File: src/rtl/nco_sweep_ctrl.sv
// nco_sweep_ctrl: frequency-sweep sequencer feeding the NCO phase increment and clock enable.
// Steps phi_inc from a latched start value to a latched stop value, holding each value for
// dwell+1 cycles, then completes (done pulse) or repeats.
// Build option: define NCO_SWEEP_TRIANGLE_EN to add a descending ramp (triangle sweep);
// without it the sweep is sawtooth only.
module nco_sweep_ctrl #(
  parameter int unsigned PHW     = 32,
  parameter int unsigned DWELL_W = 16
) (
  input  logic               clk,
  input  logic               reset_n,
  input  logic               start_i,
  input  logic               abort_i,
  input  logic [PHW-1:0]     f_start_i,
  input  logic [PHW-1:0]     f_stop_i,
  input  logic [PHW-1:0]     f_step_i,
  input  logic [DWELL_W-1:0] dwell_i,
  input  logic               repeat_i,
  output logic [PHW-1:0]     phi_inc_o,
  output logic               clken_o,
  output logic               busy_o,
  output logic               done_o
);

  typedef enum logic [1:0] {
    StIdle   = 2'd0,
    StRampUp = 2'd1
`ifdef NCO_SWEEP_TRIANGLE_EN
    ,
    StRampDn = 2'd2
`endif
  } state_e;

  state_e state_q, state_d;

  logic [PHW-1:0]     phi_q, phi_d;
  logic [DWELL_W-1:0] dwell_cnt_q, dwell_cnt_d;
  logic               busy_q, busy_d;
  logic               done_q, done_d;

  // Sweep configuration, captured on start and held for the whole sweep.
  logic [PHW-1:0]     cfg_start_q, cfg_start_d;
  logic [PHW-1:0]     cfg_stop_q, cfg_stop_d;
  logic [PHW-1:0]     cfg_step_q, cfg_step_d;
  logic [DWELL_W-1:0] cfg_dwell_q, cfg_dwell_d;
  logic               cfg_repeat_q, cfg_repeat_d;

  logic               dwell_expired;
  logic               sweep_end;

  // Ascending step, evaluated one bit wider so a carry out clamps to stop instead of wrapping.
  logic [PHW:0]       sum_up;
  logic               up_clamp;
  logic [PHW-1:0]     phi_up;

  assign dwell_expired = (dwell_cnt_q == '0);

  // Next ascending value: phi + step, saturated at the stop register.
  always_comb begin
    sum_up   = {1'b0, phi_q} + {1'b0, cfg_step_q};
    up_clamp = (sum_up >= {1'b0, cfg_stop_q});
    phi_up   = up_clamp ? cfg_stop_q : sum_up[PHW-1:0];
  end

`ifdef NCO_SWEEP_TRIANGLE_EN
  // Descending step; the ramp only descends while phi >= start, so the span never underflows.
  logic [PHW:0]       dn_span;
  logic               dn_clamp;
  logic [PHW-1:0]     phi_dn;

  // Next descending value: phi - step, saturated at the start register.
  always_comb begin
    dn_span  = {1'b0, phi_q} - {1'b0, cfg_start_q};
    dn_clamp = (dn_span <= {1'b0, cfg_step_q});
    phi_dn   = dn_clamp ? cfg_start_q : (phi_q - cfg_step_q);
  end
`endif

  // Next-state logic: start/abort handling, dwell countdown and ramp stepping.
  always_comb begin
    state_d      = state_q;
    phi_d        = phi_q;
    dwell_cnt_d  = dwell_cnt_q;
    busy_d       = busy_q;
    done_d       = 1'b0;
    cfg_start_d  = cfg_start_q;
    cfg_stop_d   = cfg_stop_q;
    cfg_step_d   = cfg_step_q;
    cfg_dwell_d  = cfg_dwell_q;
    cfg_repeat_d = cfg_repeat_q;
    sweep_end    = 1'b0;

    if (abort_i && (state_q != StIdle)) begin
      // Abort beats dwell expiry and never produces a done pulse.
      state_d     = StIdle;
      phi_d       = '0;
      busy_d      = 1'b0;
      dwell_cnt_d = '0;
    end else begin
      unique case (state_q)
        StIdle: begin
          if (start_i && !abort_i) begin
            cfg_start_d  = f_start_i;
            // A stop below start collapses the sweep to a single dwell at start.
            cfg_stop_d   = (f_stop_i < f_start_i) ? f_start_i : f_stop_i;
            cfg_step_d   = f_step_i;
            cfg_dwell_d  = dwell_i;
            cfg_repeat_d = repeat_i;
            phi_d        = f_start_i;
            dwell_cnt_d  = dwell_i;
            busy_d       = 1'b1;
            state_d      = StRampUp;
          end
        end

        StRampUp: begin
          if (dwell_expired) begin
            dwell_cnt_d = cfg_dwell_q;
            if (phi_q != cfg_stop_q) begin
              // step == 0 leaves phi unchanged here: a fixed tone that only abort/reset ends.
              phi_d = phi_up;
`ifdef NCO_SWEEP_TRIANGLE_EN
            end else if (cfg_stop_q != cfg_start_q) begin
              state_d = StRampDn;
              phi_d   = phi_dn;
`endif
            end else begin
              sweep_end = 1'b1;
            end
          end else begin
            dwell_cnt_d = dwell_cnt_q - DWELL_W'(1);
          end
        end

`ifdef NCO_SWEEP_TRIANGLE_EN
        StRampDn: begin
          if (dwell_expired) begin
            dwell_cnt_d = cfg_dwell_q;
            if (phi_q != cfg_start_q) begin
              phi_d = phi_dn;
            end else begin
              sweep_end = 1'b1;
            end
          end else begin
            dwell_cnt_d = dwell_cnt_q - DWELL_W'(1);
          end
        end
`endif

        default: begin
          state_d     = StIdle;
          phi_d       = '0;
          busy_d      = 1'b0;
          dwell_cnt_d = '0;
        end
      endcase

      if (sweep_end) begin
        if (cfg_repeat_q) begin
          // Restart from start; in triangle mode start is therefore held for a further dwell.
          phi_d   = cfg_start_q;
          state_d = StRampUp;
        end else begin
          phi_d       = '0;
          busy_d      = 1'b0;
          done_d      = 1'b1;
          dwell_cnt_d = '0;
          state_d     = StIdle;
        end
      end
    end
  end

  // State and output registers with synchronous active-low reset.
  always_ff @(posedge clk) begin
    if (!reset_n) begin
      state_q      <= StIdle;
      phi_q        <= '0;
      dwell_cnt_q  <= '0;
      busy_q       <= 1'b0;
      done_q       <= 1'b0;
      cfg_start_q  <= '0;
      cfg_stop_q   <= '0;
      cfg_step_q   <= '0;
      cfg_dwell_q  <= '0;
      cfg_repeat_q <= 1'b0;
    end else begin
      state_q      <= state_d;
      phi_q        <= phi_d;
      dwell_cnt_q  <= dwell_cnt_d;
      busy_q       <= busy_d;
      done_q       <= done_d;
      cfg_start_q  <= cfg_start_d;
      cfg_stop_q   <= cfg_stop_d;
      cfg_step_q   <= cfg_step_d;
      cfg_dwell_q  <= cfg_dwell_d;
      cfg_repeat_q <= cfg_repeat_d;
    end
  end

  assign phi_inc_o = phi_q;
  assign busy_o    = busy_q;
  assign clken_o   = busy_q;
  assign done_o    = done_q;

endmodule
File: config.mk
export PLATFORM = sky130hd
export DESIGN_NAME = nco_sweep_ctrl
export DESIGN_NICKNAME = d
export VERILOG_FILES = /design/src/rtl/nco_sweep_ctrl.sv
export SDC_FILE = /design/constraint.sdc
export NUM_CORES = 1
export LEC_CHECK = 0
export CAP_MARGIN = 0
export CELL_PAD_IN_SITES_DETAIL_PLACEMENT = 1
export CELL_PAD_IN_SITES_GLOBAL_PLACEMENT = 2
export CORE_ASPECT_RATIO = 1.1
export CORE_MARGIN = 8
export CORE_UTILIZATION = 27
export DETAILED_ROUTE_END_ITERATION = 12
export PLACE_DENSITY = 0.8
export RECOVER_POWER = 25
export SYNTH_ARGS = -nofsm -noshare
export SYNTH_HDL_FRONTEND = slang
export SYNTH_SLANG_ARGS = --single-unit
File: constraint.sdc
create_clock -name clk -period 4.74 [get_ports clk]
set_input_delay 0.948 -clock clk [delete_from_list [all_inputs] [get_ports clk]]
set_output_delay 0.948 -clock clk [all_outputs]
set_load 0.01 [all_outputs]
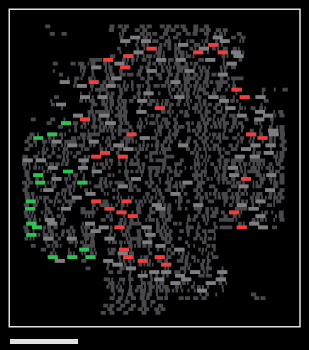
*Sequential cells grouped by signal name, run 1*
Bar = 50 µm. Other sequential cells in the stronger grey, the rest of the logic in the fainter grey.
legend:
  cfg_dwell_q:
    colour: green
    flops: 16
  cfg_start_q:
    colour: red
    flops: 32
not coloured: 116

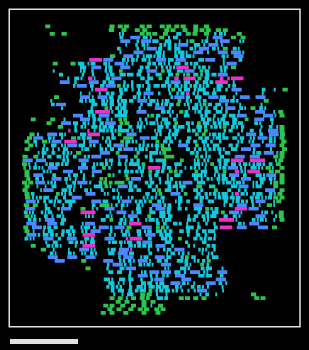
*Cells coloured by class, run 1*
Bar = 50 µm.
legend:
  other buffers and delay cells:
    colour: green
    cells: 227
  flip-flops:
    colour: blue
    cells: 164
  all other logic:
    colour: cyan
    cells: 1174
  clock drivers and dummy loads:
    colour: magenta
    cells: 32
Seq area share: 0.225
Final Util: 0.353
num rows: 78
Core Area: 41400 µm²

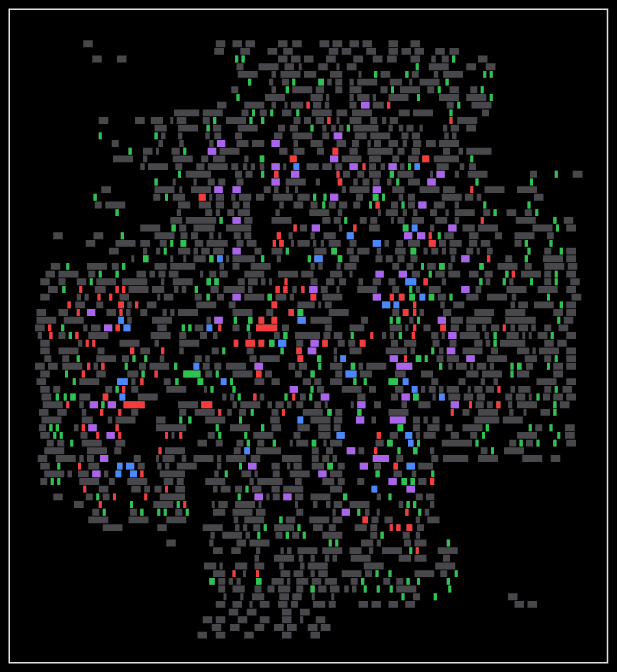
*Logic cells by family, run 1*
legend:
  NOR gates:
    colour: red
    cells: 120
  XOR/XNOR gates:
    colour: purple
    cells: 66
  NAND gates:
    colour: green
    cells: 262
    where: widely spread
  AND and OR gates:
    colour: blue
    cells: 36

==> results.txt, run 1 <==
GRT overflow = 0
Leak = 0.00606 µW
ClkCell Share = 0.0423
Multi-input comb cells = 1099
Crit path buf inv count = 2
Psw = 1560 µW
Cells after Synth = 1425
Post-Layout Inst Area = 14600 µm²
Pint = 2990 µW
Placer Congestion = 0.912
Post-route worst setup slack = 148 ps
FP Util = 0.274
Area delta synth->final = 28.8%
Max stage delay on crit path = 410 ps
Setup violators final = 0
Log Warnings = 28
M1 wire length = 21.0 mm
Crit-path cells = buf_4 -> ha_1 -> a211oi_1 -> o211ai_1 -> a41oi_2 -> or3_4 -> and2_2 -> o21ai_0 -> xor2_1 -> ha_1 -> a21o_1 -> a21o_1 -> a21oi_1 -> o211ai_1 -> a21o_1 -> a31o_4 -> buf_12 -> a211oi_1 -> o21ai_0
Maxcap violations = 1
Top cell type by instance count after synthesis = nand2_1
I/O Pins = 152
Most instantiated logic cell after routing = nand2_1
Post-synthesis async set-or-reset flop share = 0
CTS Hold Buffers Added = 0
WL/cell = 21.6 µm
GRT Util Overall = 0.189
Final cell count without fillers = 2157
Power Density = 312 nW/µm²
MUX share of area = 0.0516
GR Util met3 = 0.0366
First-pass GRT wire length = 71.7 mm
Status = finished with violations
Detail Route Antenna Nets = 0
Most used cell, CP = a21o_1
Die X = 211 µm
Met2 Use GR = 0.314
Clock tree buffer depth = 2
CTS sink cnt = 164
Max power group = registers
Syn_area_per_cell = 7.95 µm²
Clock share of power = 0.338
Crit path DRT = 5060 ps
Seq share, synth = 0.290
Seq group = 1570 µW
Vias post-DR = 11400
Critical setup path kind = reg -> reg
DR DRC count = 0
Via density = 5.29
Number of global-route vias before repair = 12000
CTS tree = built
Area fraction in and, or, nand and nor cells = 0.169
Final Max Slew Viols = 107
Ys Warns = 0
Invs w/o clock = 75
Worst-Skew Late Latency = 460 ps
Min-delay src = cfg_dwell_q[2]
Largest net degree at the start of global routing = 107
Flip-flops = 164
Crit. End Element = flop
Failing checks = capacitance limit, slew limit
RSZ-0062 raised after global routing = false
Worst reg2reg startpoint = phi_inc_o[1]
Clk root buf = clkbuf_16
Sequential power share = 0.346
Pre-CTS WS = -129 ps
Worst-Margin Slew = 2520 ps
Fmax = 218 MHz
==> run 2, diff against run 1 <==
--- a/config.mk
+++ b/config.mk
@@ -5,7 +5,6 @@
 export SDC_FILE = /design/constraint.sdc
 export NUM_CORES = 1
 export LEC_CHECK = 0
-export CAP_MARGIN = 0
 export CELL_PAD_IN_SITES_DETAIL_PLACEMENT = 1
 export CELL_PAD_IN_SITES_GLOBAL_PLACEMENT = 2
 export CORE_ASPECT_RATIO = 1.1
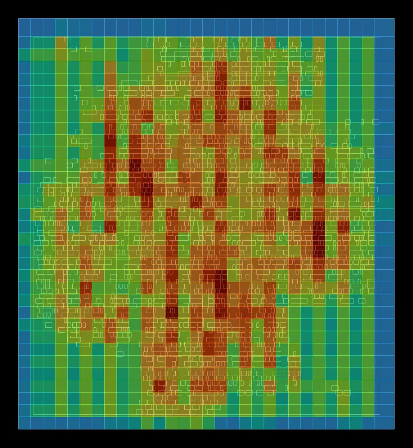
*Routing congestion, run 2*
GR Util met1: 0.242
met2 Use GR: 0.314
Most Crowded Layer GR: met2
WL/cell: 21.6 µm
GR Util met3: 0.0366

==> run 2 against run 1 <==
- the run still ends with capacitance limit, slew limit left
- count of clock-buffer cells in the layout is the same
- sequential cell count unchanged
- register-to-register slack about the same
- combinational power barely moved
- largest power group unchanged
- highest routed layer unchanged
- design area unchanged
- sequential share of layout area did not move
==> results.txt, run 2 <==
Status = finished with violations
Failing checks = capacitance limit, slew limit
GRT Util Overall = 0.189
DR WL met2 = 22.0 mm
WHS Endpoint = cfg_dwell_q[2]
Comb. pwr = 1440 µW
Final hold violation count = 0
Cell Area, Synth = 11300 µm²
Placed Cells incl. Taps = 2118
GRT overflow = 0
I/O Pins = 152
Detail Route Antenna Nets = 0
Syn_area_per_cell = 7.95 µm²
Vias post-DR = 11400
MUX share of area = 0.0516
Yosys Chip Area = 11300 µm²
CP startpoint = phi_inc_o[1]
Reg area = 3290 µm²
Most used cell, CP = a21o_1
Adder Area Share = 0.108
Crit path max-delay family = AND-OR/OR-AND gates
Drt initial violations = 737
Ys Warns = 0
Initial antenna violation count = 0
Cells after Synth = 1425
Placer Congestion = 0.912
Max-slew headroom = -0.677
Clk root buf = clkbuf_16
Fmax = 218 MHz
Flip-flops = 164
Post-route worst setup slack = 148 ps
Hold Path Depth = 2
Port buffer count = 151
Core Area = 41400 µm²
Final cell count without fillers = 2157
Min-delay src = cfg_dwell_q[2]
Setup repair bufs after CTS = 1
Clock share of power = 0.338
Hold Slack = 466 ps
Pint = 2990 µW
Critical path endpoint = phi_inc_o[3]
ClkCell Share = 0.0423
First-pass GRT wire length = 71.7 mm
Post-synthesis async set-or-reset flop share = 0
Crit path DRT = 5060 ps
Post-cts resize count = 4
Max power group = registers
Maxcap violations = 1
Design Power = 4550 µW
Seq share, synth = 0.290
Ao+oa area frac = 0.276
Diode count = 0
Final Util = 0.353
Max stage delay on crit path = 410 ps
Via density = 5.29
Worst-Margin Slew = 2520 ps
Worst-Skew Late Latency = 460 ps
Largest net degree at the start of global routing = 107
Final Max Slew Viols = 107
CTS buffer count = 17
Dominant combinational family = AND-OR/OR-AND gates
Buffering overhead = 0.147
Critical setup path kind = reg -> reg
Multi-input comb cells = 1099
Slowest-stage cell, CP = o211ai_1
Most instantiated logic cell after routing = nand2_1
Setup violators final = 0
FP Util = 0.274
Worst reg2reg startpoint = phi_inc_o[1]
Sequential power share = 0.346
Number of global-route vias before repair = 12000
DR DRC count = 0
Leak = 0.00606 µW
RSZ-0062 raised after global routing = false
Number of enable flip-flop cells = 0
Die X = 211 µm
Post-synth top flop = dfxtp_1
Top cell type by instance count after synthesis = nand2_1
Largest area contributor in the netlist = dfxtp_1
Clock tree buffer depth = 2
XOR/XNOR share of the synthesized area = 0.0510
CTS sink cnt = 164
DIE HEIGHT = 231 µm
Crit path buf inv count = 2
Psw = 1560 µW
Final-stage net count = 1798
CTS Hold Buffers Added = 0
Fin crit period = 4590 ps
Switching Fraction = 0.342
Fillers = 5024
Area fraction in and, or, nand and nor cells = 0.169
WL final = 46.6 mm
Crit. End Element = flop
DR top layer = met4
Num rows = 78
Crit-path cells = buf_4 -> ha_1 -> a211oi_1 -> o211ai_1 -> a41oi_2 -> or3_4 -> and2_2 -> o21ai_0 -> xor2_1 -> ha_1 -> a21o_1 -> a21o_1 -> a21oi_1 -> o211ai_1 -> a21o_1 -> a31o_4 -> buf_12 -> a211oi_1 -> o21ai_0
Critical Path AT = 4910 ps
Tap Count = 560
DR pass1 iterations = 5
Top cell category = combinational gates
Power Density = 312 nW/µm²
Invs w/o clock = 75
Area delta synth->final = 28.8%
Pre-CTS WS = -129 ps
Yosys stat cell total = 1425
Log Warnings = 28
CTS tree = built
Final period util = 0.969
Gate power share = 0.317
Seq group = 1570 µW
M1 wire length = 21.0 mm
Seq area share = 0.225
R2r endpoint = phi_inc_o[3]
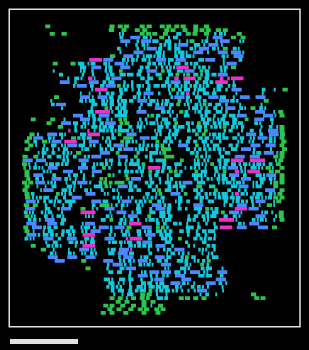
*Cells coloured by class, run 2*
Bar = 50 µm.
legend:
  clock drivers and dummy loads:
    colour: magenta
    cells: 32
  all other logic:
    colour: cyan
    cells: 1174
  flip-flops:
    colour: blue
    cells: 164
  other buffers and delay cells:
    colour: green
    cells: 227
Post-Layout Inst Area: 14600 µm²

==> run 3, diff against run 2 <==
--- a/config.mk
+++ b/config.mk
@@ -11,6 +11,7 @@
 export CORE_MARGIN = 8
 export CORE_UTILIZATION = 27
 export DETAILED_ROUTE_END_ITERATION = 12
+export HOLD_SLACK_MARGIN = 0.06
 export PLACE_DENSITY = 0.8
 export RECOVER_POWER = 25
 export SYNTH_ARGS = -nofsm -noshare
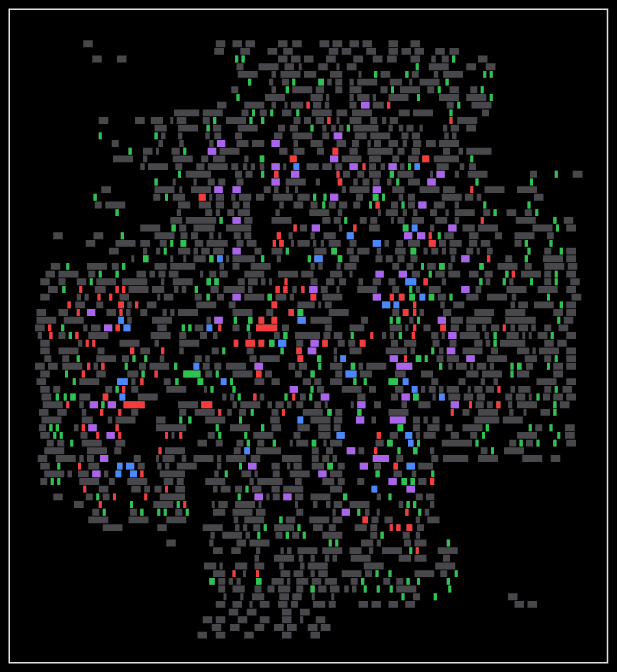
*Logic cells by family, run 3*
final cell count without fillers: 2157
most instantiated logic cell after routing: nand2_1
logic share of the area: 0.519

==> run 3 against run 2 <==
- sequential share of layout area unchanged
- critical path depth unchanged
- worst setup slack stayed put
- count of clock-buffer cells in the layout is the same
- clock skew unchanged
- core utilization stayed put
- combinational power is essentially flat
- die size unchanged
- clock power about the same
- the run still ends with capacitance limit, slew limit left
- global-route usage unchanged
==> results.txt, run 3 <==
Status = finished with violations
Failing checks = capacitance limit, slew limit
Max-slew headroom = -0.677
Setup repair bufs after CTS = 1
GR Util met1 = 0.242
DIE HEIGHT = 231 µm
Final Util = 0.353
Power Density = 312 nW/µm²
Leak = 0.00606 µW
Fillers = 5024
Number of global-route vias before repair = 12000
Seq share, synth = 0.290
Sequential power share = 0.346
Fin crit period = 4590 ps
Worst reg2reg startpoint = phi_inc_o[1]
Maxcap violations = 1
WL/cell = 21.6 µm
Area fraction in and, or, nand and nor cells = 0.169
Ys Warns = 0
Critical path endpoint = phi_inc_o[3]
Placed Cells incl. Taps = 2118
Most used cell, CP = a21o_1
Crit path DRT = 5060 ps
CTS sink cnt = 164
DR DRC count = 0
Tap Count = 560
Dominant combinational family = AND-OR/OR-AND gates
Yosys stat cell total = 1425
DR WL met2 = 22.0 mm
ClkCell Share = 0.0423
Top cell category = combinational gates
RSZ-0062 raised after global routing = false
Final period util = 0.969
Psw = 1560 µW
WHS Endpoint = cfg_dwell_q[2]
Detail Route Antenna Nets = 0
M1 wire length = 21.0 mm
Number of enable flip-flop cells = 0
Multi-input comb cells = 1099
Largest net degree at the start of global routing = 107
Top cell type by instance count after synthesis = nand2_1
Num rows = 78
Log Warnings = 28
Ao+oa area frac = 0.276
Clock tree buffer depth = 2
Diode count = 0
Clk root buf = clkbuf_16
Post-synthesis async set-or-reset flop share = 0
GRT overflow = 0
DR top layer = met4
Post-Layout Inst Area = 14600 µm²
Final-stage net count = 1798
Slowest-stage cell, CP = o211ai_1
Pre-CTS WS = -129 ps
Crit. End Element = flop
Post-route worst setup slack = 148 ps
Final Max Slew Viols = 107
Critical setup path kind = reg -> reg
Drt initial violations = 737
Area delta synth->final = 28.8%
Yosys Chip Area = 11300 µm²
Port buffer count = 151
Core Area = 41400 µm²
First-pass GRT wire length = 71.7 mm
FP Util = 0.274
Syn_area_per_cell = 7.95 µm²
CP startpoint = phi_inc_o[1]
Cells after Synth = 1425
CTS tree = built
Worst-Skew Late Latency = 460 ps
Crit path buf inv count = 2
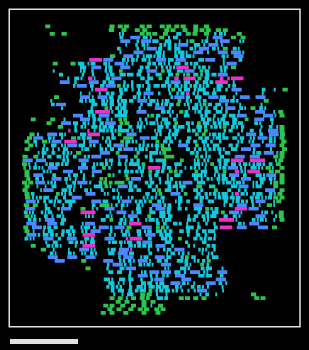
*Cells coloured by class, run 3*
Bar = 50 µm.
legend:
  flip-flops:
    colour: blue
    cells: 164
  all other logic:
    colour: cyan
    cells: 1174
  clock drivers and dummy loads:
    colour: magenta
    cells: 32
  other buffers and delay cells:
    colour: green
    cells: 227

Power and IR drop assume default switching activity.
